[config.mk]
export PLATFORM = sky130hd
export DESIGN_NAME = pc_redirect_unit
export DESIGN_NICKNAME = d
export VERILOG_FILES = /design/src/rtl/pc_redirect_pkg.sv /design/src/rtl/pc_redirect_unit_sat_counter.sv /design/src/rtl/pc_redirect_unit.sv
export SDC_FILE = /design/constraint.sdc
export NUM_CORES = 1
export LEC_CHECK = 0
export ABC_AREA = 0
export CAP_MARGIN = 25
export CORE_ASPECT_RATIO = 0.8
export CORE_UTILIZATION = 42
export DETAILED_ROUTE_END_ITERATION = 7
export PLACE_DENSITY = 0.77
export SKIP_CTS_REPAIR_TIMING = 1
export SLEW_MARGIN = 20
export SYNTH_ARGS = -nofsm -noshare
export SYNTH_HDL_FRONTEND = slang
export SYNTH_SLANG_ARGS = --single-unit
[constraint.sdc]
create_clock -name CLK -period 3.5 [get_ports CLK]
set_input_delay 0.7 -clock CLK [delete_from_list [all_inputs] [get_ports CLK]]
set_output_delay 0.7 -clock CLK [all_outputs]
set_load 0.005 [all_outputs]
[src/rtl/pc_redirect_pkg.sv]
// Shared constants, next-PC select encoding and BTB index helper for the
// fetch-side PC redirect unit.
package pc_redirect_pkg;

    localparam int XLEN  = 32;
    localparam int IDX_W = 3;
    localparam int CNT_W = 16;

    typedef enum logic [2:0] {
        NPC_SEQ,
        NPC_HOLD,
        NPC_PRED,
        NPC_FALL,
        NPC_TGT
    } npc_sel_e;

    // Word-aligned PCs, so the index skips the two byte-offset bits.
    function automatic logic [IDX_W-1:0] btb_index(input logic [XLEN-1:0] pc);
        return pc[IDX_W+1:2];
    endfunction

endpackage

[src/rtl/pc_redirect_unit_sat_counter.sv]
// Saturating up-counter used for the branch and mispredict statistics.
module sat_counter #(
    parameter int W = 16
) (
    input  logic         CLK,
    input  logic         RESET,
    input  logic         INC,
    output logic [W-1:0] COUNT
);

    logic [W-1:0] count_q;
    logic [W-1:0] count_d;

    // Sticks at all-ones so long runs never wrap back to a misleading small value.
    always_comb begin
        count_d = count_q;
        if (INC && (count_q != '1)) begin
            count_d = count_q + W'(1);
        end
    end

    always_ff @(posedge CLK or negedge RESET) begin
        if (!RESET) begin
            count_q <= '0;
        end else begin
            count_q <= count_d;
        end
    end

    assign COUNT = count_q;

endmodule

[src/rtl/pc_redirect_unit.sv]
// Fetch PC register, next-PC selection, pipeline flush strobes and the
// ID-to-EX branch record that feeds the dynamic branch predictor.
module pc_redirect_unit #(
    parameter int              XLEN         = pc_redirect_pkg::XLEN,
    parameter logic [XLEN-1:0] RESET_VECTOR = '0,
    parameter int              IDX_W        = pc_redirect_pkg::IDX_W,
    parameter int              CNT_W        = pc_redirect_pkg::CNT_W
) (
    input  logic             CLK,
    input  logic             RESET,
    input  logic             STALL,
    input  logic             ID_BRANCH,
    input  logic [XLEN-1:0]  ID_PC,
    input  logic [XLEN-1:0]  ID_TARGET,
    input  logic             TAKE_BRANCH,
    input  logic             FLUSH,
    input  logic             EARLY_PREDICTION,
    output logic [XLEN-1:0]  PC,
    output logic [IDX_W-1:0] BTB_ID_IDX,
    output logic [IDX_W-1:0] BTB_ALU_IDX,
    output logic             EX_BRANCH_VALID,
    output logic             FLUSH_IF_ID,
    output logic             FLUSH_ID_EX,
    output logic [CNT_W-1:0] BRANCH_COUNT,
    output logic [CNT_W-1:0] MISPREDICT_COUNT
);

    import pc_redirect_pkg::*;

    logic [XLEN-1:0]  pc_q, pc_d;
    logic             exValid_q, exValid_d;
    logic [IDX_W-1:0] exIdx_q, exIdx_d;
    logic [XLEN-1:0]  exFall_q, exFall_d;
    logic [XLEN-1:0]  exTarget_q, exTarget_d;

    logic     mis;
    logic     pred;
    npc_sel_e npcSel;

    // A FLUSH with no tracked branch in EX is stale and must not redirect.
    assign mis  = FLUSH & exValid_q;
    assign pred = ID_BRANCH & TAKE_BRANCH & ~STALL & ~mis;

    always_comb begin
        npcSel = NPC_SEQ;
        if (mis) begin
            npcSel = EARLY_PREDICTION ? NPC_FALL : NPC_TGT;
        end else if (pred) begin
            npcSel = NPC_PRED;
        end else if (STALL) begin
            npcSel = NPC_HOLD;
        end
    end

    always_comb begin
        pc_d = pc_q + XLEN'(4);
        case (npcSel)
            NPC_HOLD: pc_d = pc_q;
            NPC_PRED: pc_d = ID_TARGET;
            NPC_FALL: pc_d = exFall_q;
            NPC_TGT:  pc_d = exTarget_q;
            default:  pc_d = pc_q + XLEN'(4);
        endcase
    end

    // Recovery kills the ID branch so it never reaches EX, even under stall.
    always_comb begin
        exValid_d  = exValid_q;
        exIdx_d    = exIdx_q;
        exFall_d   = exFall_q;
        exTarget_d = exTarget_q;
        if (mis) begin
            exValid_d = 1'b0;
        end else if (!STALL) begin
            exValid_d  = ID_BRANCH;
            exIdx_d    = btb_index(ID_PC);
            exFall_d   = ID_PC + XLEN'(4);
            exTarget_d = ID_TARGET;
        end
    end

    always_ff @(posedge CLK or negedge RESET) begin
        if (!RESET) begin
            pc_q       <= RESET_VECTOR;
            exValid_q  <= 1'b0;
            exIdx_q    <= '0;
            exFall_q   <= '0;
            exTarget_q <= '0;
        end else begin
            pc_q       <= pc_d;
            exValid_q  <= exValid_d;
            exIdx_q    <= exIdx_d;
            exFall_q   <= exFall_d;
            exTarget_q <= exTarget_d;
        end
    end

    sat_counter #(.W(CNT_W)) u_branch_cnt (
        .CLK   (CLK),
        .RESET (RESET),
        .INC   (exValid_q & (~STALL | mis)),
        .COUNT (BRANCH_COUNT)
    );

    sat_counter #(.W(CNT_W)) u_mispredict_cnt (
        .CLK   (CLK),
        .RESET (RESET),
        .INC   (mis),
        .COUNT (MISPREDICT_COUNT)
    );

    assign PC              = pc_q;
    assign BTB_ID_IDX      = btb_index(ID_PC);
    assign BTB_ALU_IDX     = exIdx_q;
    assign EX_BRANCH_VALID = exValid_q;
    assign FLUSH_IF_ID     = RESET & (mis | pred);
    assign FLUSH_ID_EX     = RESET & mis;

endmodule

logic_types.png
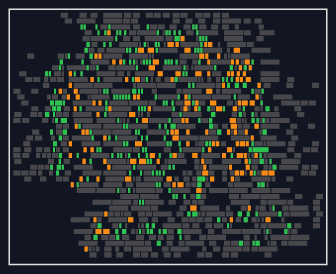
- orange: aoi and oai cells (cells 146)
- green: nand cells (cells 260)

==> impl_metrics.csv <==
group,metric,value,unit
run_status,outcome,"finished clean",
setup_path,worst_r2r_endpoint,"PC[28]",
detailed_routing,first_pass_iters,5,
cells_and_area,dominant-cell-class,"logic gates",
cells_and_area,layout.cells.most_common,"nand2_1",
final_timing,finalCriticalPeriod,2.886,ns
detailed_routing,vias,6702,
power,vdd_drop_max,0.0002125,V
power,p_comb,1.25,mW
power,p_int,3.544,mW
final_timing,final-max-slew-violation-count,0,
final_timing,rsz0062_at_grt,"false",
grt,grt_pass1_wl,32930,µm
power,clkPwrFrac,33.7,%
cells_and_area,drive_gt1_share,7.233,%
cells_and_area,layout_top_cells,"191 x nand2_1, 142 x clkdlybuf4s50_1, 132 x dfrtp_1",
placement,dp_cells,1143,
setup_path,timing.rr.start,"PC[2]",
placement,gp_congestion,0.8932,
final_timing,setup_viol,0,
synth,area_leaders,"dfrtp_1 47%, nand2_1 10%, xor2_1 3.5%",
cells_and_area,nonClkBufAreaFrac,16.94,%
cells_and_area,comb_cells,621,
setup_path,startpoint,"ID_BRANCH",
placement,place_hpwl,14500,µm
synth,yosys.cell_count.top_type,"nand2_1",
synth,ys_types,74,
synth,syn_inst,804,
die,chipWidth,147.0,µm
cells_and_area,logic_area,3538,µm²
final_timing,worst_pin_slew,0.7952,ns
detailed_routing,avgRoutedWirePerCell,17.37,µm
die,fp-utilization,42.83,%
power,p_seq,2.15,mW
power,p_comb_share,24.3,%
cells_and_area,seq_cells,132,
die,taps,220,
cts,cts.sinks,132,
synth,common_cells,"191 x nand2_1, 132 x dfrtp_1, 58 x nor2_1",
final_timing,max_freq,0.3465,GHz
setup_path,endpoint,"FLUSH_IF_ID",
power,p_clk,1.73,mW
cells_and_area,sh_seq_area,35.50,%
detailed_routing,viasPerCell,5.709,
cts,cts.path.max_buffers,2,
power,leakagePower,3.937,nW
cells_and_area,diodes,0,
synth,syn_area,7068,µm²
synth,top_area_cell,"dfrtp_1",
cells_and_area,buffers,161,
power,power_switching,1.582,mW
min_path,hp-class,"in -> async",
setup_path,worstPathMaxFanout,5,
cells_and_area,clockNetworkAreaShare,6.200,%
cts,cts_buffers,17,
die,core,16500,µm²
cells_and_area,fin_nets,1017,
cells_and_area,register_area,3303,µm²
synth,async_flop_share,100.0,%
placement,port_buffers,143,
placement,dpl_worst_slack,0.6334,ns
cts,clkTransAtPathRegs,0.06,ns
grt,grt_pass1_vias,6212,
setup_path,r2r_slack,1.16,ns
flow_run,cap_viol_max_count,0,
synth,seq_area_frac_synth,46.73,%
final_timing,fin_tns_setup,0,ns
cells_and_area,comb_area_share,38.03,%
die,io_pins,144,
power,power_frac_seq,42.0,%
final_timing,holdWs,0.3692,ns
power,power,5.126,mW
cells_and_area,finalCoreUtilization,56.38,%
placement,place_area,8727,µm²
setup_path,critical_path_arrival,2.19,ns
detailed_routing,routed_wl,20400,µm
synth,yosys_cells,804,
grt,grt_max_degree,133,
final_timing,max-slew-margin-rel,46.99,%
detailed_routing,antenna_left,0,
grt,antenna_found_initial,0,
cts,clock_latency,0.42,ns
cells_and_area,final_cells,1174,
die,dieArea,17350,µm²
die,die_h,118.0,µm
setup_path,worst_setup_path_end_kind,"output pin",
grt,grt.total_usage,24.31,%
setup_path,cp.required,2.80,ns
cts,cts_tree,"yes",
cells_and_area,nClkBuffers,19,
cells_and_area,num-fill-cells,1458,
cells_and_area,nonClockInverterCount,9,
detailed_routing,drtIter0Drc,633,
final_timing,hold_viol_final,0,
synth,yosys_warnings,0,
setup_path,rr_worst_depth,6,
synth,synth.top_cell.area_share,46.73,%
synth,avgSynthCellArea,8.791,µm²
detailed_routing,drc_errors,0,
cts,htreeDepth,4,
final_timing,fin_crit_sh,82.47,%
synth,ff_type,"dfrtp_1",
cts,cts_root_buffer,"clkbuf_16",
synth,ys.flops,132,
synth,synth_nets,879,
synth,yosysChipArea,7068,µm²
final_timing,finalClockSkew,0.007699,ns
final_timing,timing.final.ws_setup,0.6137,ns
flow_run,warnings,28,
power,top_power_group,"sequential cells",
power,swShare,30.86,%
setup_path,worstSetupPathType,"in -> out",
setup_path,start_kind,"primary input",
cells_and_area,area_delta_synth_final,31.63,%
grt,grt_remaining_overflow,0,
power,power.density,550.9,nW/µm²
synth,edf_count,0,
placement_by_type.png
Scale bar: 50 µm.
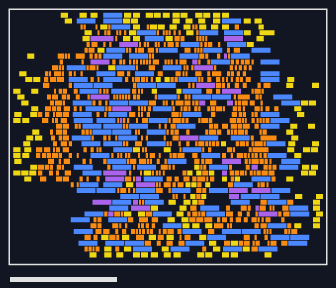
- blue: sequential cells (cells 132)
- purple: clock drivers and dummy loads (cells 31)
- orange: combinational and other logic (cells 630)
- yellow: remaining buffers and delay cells (cells 161)
row count: 42
final instance area: 9304 µm²

-- cells by family after synthesis --
kind of cell | Yosys count | share of synthesized area, %
buffers and inverters | 51 | 3.257
XOR/XNOR | 53 | 6.568
AND/OR/NAND/NOR | 389 | 26.06
AND-OR/OR-AND | 161 | 14.62
adder cells (fa/ha/maj) | 4 | 0.7081
multiplexers | 14 | 2.053
flip-flops | 132 | 46.73
-- worst max-delay path, stage by stage --
cell and delay, ns:
clkdlybuf4s50_1 0.55, nand3b_1 0.15, nand2_2 0.15, and2_1 0.15
clkdlybuf4s50_1 0.49
-- routing by layer --
metal | global-route usage (%) | up-vias | routed length, µm
li1 | - | 3131 | -
met1 | 35.55 | 3207 | 9203
met2 | 34.86 | 322 | 8914
met3 | 5.155 | 42 | 1680
met4 | 9.858 | 0 | 600
met5 | 0 | - | 0
Power is estimated from default activity; no workload was simulated.
